==> config.mk <==
export PLATFORM = sky130hd
export DESIGN_NAME = bus_rr
export DESIGN_NICKNAME = d
export VERILOG_FILES = /design/src/rtl/bus_rr.sv
export SDC_FILE = /design/constraint.sdc
export NUM_CORES = 1
export LEC_CHECK = 0
export CAP_MARGIN = 20
export CORE_AREA = 2 2 88 90
export CTS_CLUSTER_DIAMETER = 100
export DETAILED_ROUTE_END_ITERATION = 8
export DIE_AREA = 0 0 90 92
export PLACE_DENSITY_LB_ADDON = 0.12
export SETUP_SLACK_MARGIN = 0.5
export SLEW_MARGIN = 30
export SYNTH_ARGS = -nofsm -noshare
export SYNTH_HDL_FRONTEND = slang
export SYNTH_SLANG_ARGS = --single-unit
==> constraint.sdc <==
create_clock -name clk -period 1.35 [get_ports clk]
set_input_delay 0.27 -clock clk [delete_from_list [all_inputs] [get_ports clk]]
set_output_delay 0.27 -clock clk [all_outputs]
set_load 0.005 [all_outputs]
==> src/rtl/bus_rr.sv <==
// Shared-bus interconnect: NUM_M masters, NUM_S slaves, registered round-robin
// grant with optional hold limit, address decode with error flag, one-cycle read return.
module bus_rr #(
   parameter int NUM_M       = 2,
   parameter int NUM_S       = 2,
   parameter int ADDR_W      = 8,
   parameter int DATA_W      = 32,
   parameter int REGION_BITS = 5,
   parameter int HOLD_MAX    = 0
) (
   input  logic                      clk,
   input  logic                      reset,
   input  logic [NUM_M-1:0]          m_req,
   input  logic [NUM_M-1:0]          m_wr,
   input  logic [NUM_M*ADDR_W-1:0]   m_address,
   input  logic [NUM_M*DATA_W-1:0]   m_dout,
   input  logic [NUM_S*DATA_W-1:0]   s_dout,
   output logic [NUM_M-1:0]          m_grant,
   output logic [DATA_W-1:0]         m_din,
   output logic                      m_err,
   output logic [NUM_S-1:0]          s_sel,
   output logic [ADDR_W-1:0]         s_address,
   output logic                      s_wr,
   output logic [DATA_W-1:0]         s_din
);

   localparam int OWN_W = $clog2(NUM_M);
   localparam int SEL_W = (NUM_S > 1) ? $clog2(NUM_S) : 1;
   localparam int CNT_W = (HOLD_MAX > 1) ? $clog2(HOLD_MAX) : 1;
   localparam int K_W   = ADDR_W - REGION_BITS;
   localparam logic [CNT_W-1:0] CNT_LAST = (HOLD_MAX > 0) ? CNT_W'(HOLD_MAX - 1) : '0;

   logic [OWN_W-1:0] r_own;
   logic [NUM_M-1:0] r_grant;
   logic [CNT_W-1:0] r_cnt;
   logic             r_err;
   logic             r_rd_pend;
   logic [SEL_W-1:0] r_rd_idx;

   logic [OWN_W-1:0] w_next;
   logic             w_other_req;
   logic             w_own_req;
   logic             w_own_wr;
   logic             w_change;
   logic [K_W-1:0]   w_k;
   logic             w_valid;
   logic             w_hit;

   always_comb begin
      // NOTE: every output of this block gets a default first, so no path can infer a latch.
      s_address = '0;
      s_din     = '0;
      w_own_req = 1'b0;
      w_own_wr  = 1'b0;
      for (int i = 0; i < NUM_M; i++) begin
         if (int'(r_own) == i) begin
            s_address = m_address[i*ADDR_W +: ADDR_W];
            s_din     = m_dout[i*DATA_W +: DATA_W];
            w_own_req = m_req[i];
            w_own_wr  = m_wr[i];
         end
      end
   end

   // Descending distance so the nearest requester after the owner is assigned last and wins.
   always_comb begin
      w_next      = r_own;
      w_other_req = 1'b0;
      for (int d = NUM_M - 1; d >= 1; d--) begin
         for (int i = 0; i < NUM_M; i++) begin
            if (m_req[i] && (i == (int'(r_own) + d) % NUM_M)) begin
               w_next      = OWN_W'(i);
               w_other_req = 1'b1;
            end
         end
      end
   end

   assign w_change = w_other_req &&
                     (!w_own_req || (HOLD_MAX != 0 && r_cnt == CNT_LAST));

   assign w_k     = s_address[ADDR_W-1:REGION_BITS];
   assign w_valid = int'(w_k) < NUM_S;
   assign w_hit   = w_own_req && w_valid;
   assign s_wr    = w_hit && w_own_wr;

   always_comb begin
      s_sel = '0;
      for (int k = 0; k < NUM_S; k++) begin
         s_sel[k] = w_hit && (int'(w_k) == k);
      end
   end

   always_comb begin
      m_din = '0;
      for (int k = 0; k < NUM_S; k++) begin
         if (r_rd_pend && int'(r_rd_idx) == k) begin
            m_din = s_dout[k*DATA_W +: DATA_W];
         end
      end
   end

   always_ff @(posedge clk) begin
      // NOTE: non-blocking assignments so every register samples pre-edge values together.
      if (reset) begin
         r_own     <= '0;
         r_grant   <= NUM_M'(1);
         r_cnt     <= '0;
         r_err     <= 1'b0;
         r_rd_pend <= 1'b0;
         r_rd_idx  <= '0;
      end else begin
         if (w_change) begin
            r_own   <= w_next;
            r_grant <= NUM_M'(1) << w_next;
         end
         if (w_change || !w_own_req) begin
            r_cnt <= '0;
         end else if (HOLD_MAX != 0 && r_cnt != CNT_LAST) begin
            r_cnt <= r_cnt + CNT_W'(1);
         end
         r_err     <= w_own_req && !w_valid;
         r_rd_pend <= w_hit && !w_own_wr;
         r_rd_idx  <= SEL_W'(w_k);
      end
   end

   assign m_grant = r_grant;
   assign m_err   = r_err;

endmodule

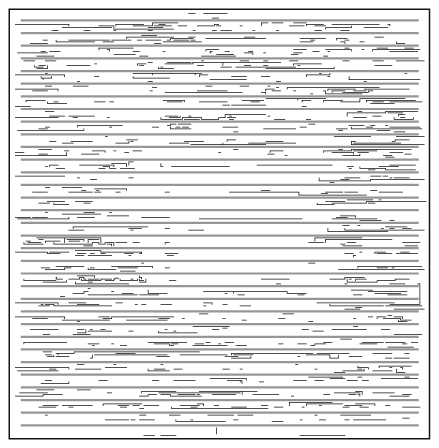
(images/layer_met1.png)
Supply wires on this layer in gray.
nets with wire on the layer: 511
wire length on this layer: 2780 um
GR Layer Usage met1: 0.182
vias: 2257
DRT Wirelength: 7920 um

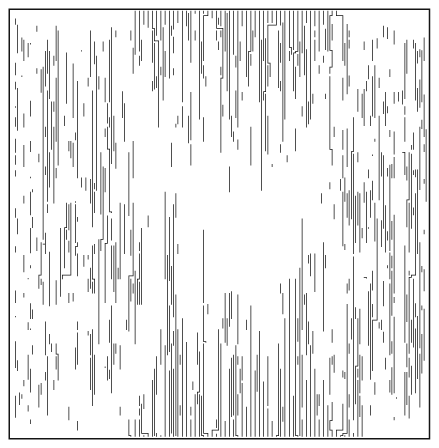
(images/layer_met2.png)
share of all routed wire: 54%
longest straight run: 37.1 um
nets with wire on the layer: 529

==> worst max path at each step <==
stage                       start            to  slack, ns  depth (start not counted)
floorplan                   r_own  s_address[0]       0.15                          3
global placement    m_address[14]      s_sel[0]      -0.58                          5
detailed placement  m_address[14]      s_sel[0]      -0.60                          5
CTS                         r_own          s_wr      -0.35                          6
global route                r_own      s_sel[1]      -0.37                          6
finish                      r_own      s_din[1]      -0.32                          5
==> routing by layer <==
metal  wire length [um]  vias to the layer above
met5                  0                        -
met4                119                        0
met3                775                       10
met2               4250                      137
met1               2780                     1016
li1                   -                     1094
==> cells by family (layout without fill, tap and decap cells) <==
kind of cell | count (synthesis) | after routing
multiplexers | 73 | 73
buffers and inverters | 14 | 308
AND/OR/NAND/NOR | 44 | 44
flip-flops | 5 | 5
AND-OR/OR-AND | 7 | 7
==> changes_impl.md <==
### Physical design

* Outcome: finished, violations left
* Failing checks: setup timing
* Synth-to-layout area growth at 216%
* Clock buffer cells at 4
* Post-synth ARST share at 0
* Worst hold margin at 0.618 ns
* Clock transition at the registers of the reported paths at 0.03 ns
* Weighted congestion reported at the end of routability-driven placement at 0.711
* Mean Syn Cell Area at 10.6 um2
* Number of nets at floorplan at 293
* GRT Util Overall at 0.175
* Count of cell types in the netlist at 22
* Placed cell areas at 3980 um2
* Clk Tree Root Cell: sky130_fd_sc_hd__clkbuf_8
* Remaining Overflow, GRT at 0
* Number of buffers outside the clock class in the layout at 303
* TritonCTS clock tree: done
* Fill cells at 626
* Setup slack after layout at -0.321 ns
* Number of nets in the layout at 588
* Number of diodes added for antenna fixing at 0
* Area share of xor/xnor cells in the synthesized design at 0
* Dominant class by area: buffers
* Vias in the first global route at 2368
* Sum Neg Setup Slack at -18.51 ns
* Tally of buffers added on design ports at 227
* Top power consumer group: combinational logic
* Area share of fa/ha/maj cells after synthesis at 0
* Nature of the critical path startpoint: register
* Count of placed standard cells including taps at 476
* Seq pwr at 177 uW
* Top cell type by instance count after synthesis: sky130_fd_sc_hd__mux2_4
* Initial antenna violation count at 0
* Most numerous logic cells after layout: sky130_fd_sc_hd__clkdlybuf4s50_1 (148), sky130_fd_sc_hd__buf_6 (76), sky130_fd_sc_hd__mux2_4 (39)
* Register cell area after layout at 110 um2
* Capturing element type of the critical path: primary output
* Top cell area share at 0.366
* Share of cell area taken by multi-input logic gates at 0.278
* Arrival time reported for the critical path endpoint at 1.40 ns
* Initial DRC count at 20
* Required @ worst endpoint at 1.08 ns
* Register area share after synthesis at 0.0660
* Sequential cells at 5
* Most frequent cell on the critical path: sky130_fd_sc_hd__buf_12
* Synth top area cells: sky130_fd_sc_hd__mux2_4 (37%), sky130_fd_sc_hd__mux2i_1 (22%), sky130_fd_sc_hd__nor2b_1 (13%), sky130_fd_sc_hd__dfxtp_1 (6.6%), sky130_fd_sc_hd__buf_12 (5.3%)
* Reg2Reg Launch Point: r_own
* Class of the tightest hold or removal check: reg -> reg
* Layout Skew at 0.00216 ns
* Mapped Area at 1520 um2
* Area inside the core boundary at 7450 um2
* Synthesized-area fraction occupied by and/or/nand/nor cells at 0.179
* Cts bufs inserted at 3
* Pwr/cell area at 415 nW/um2
* Clock latency reported for the late side of the worst-skew pair at 0.22 ns
* Maximum buffer depth of the clock tree at 2
* Final standard cell utilization of the core at 0.644
* Count of standard-cell rows at 32
* Startpoint of the worst hold path: m_grant[0]
* Gate count of the mapped netlist at 143
* Synthesized flop and latch total at 5
* Number of multi-input logic gates at 124
* Critical-path cell with the highest stage delay: sky130_fd_sc_hd__dfxtp_4
* Number of enable-type register cells in the synthesized netlist at 0
* Switching Power at 493 uW
* Proportion of synthesized area in mux cells at 0.608
* Estimated wirelength of the detail-placed design at 5780 um
* Setup Viol. Count Final at 78
* Layout cells sized above 1 at 0.499
* DRC violations left at 0
* Setup WS pre-CTS at -0.602 ns
* VDD IR max at 0.284 mV
* Capture instance of the worst register-to-register path: r_rd_pend
* Detailed-router iteration count before antenna repair at 4
* Synthesized chip area reported by yosys at 1520 um2
No activity file was given, so power comes from the tool's default toggle rates.
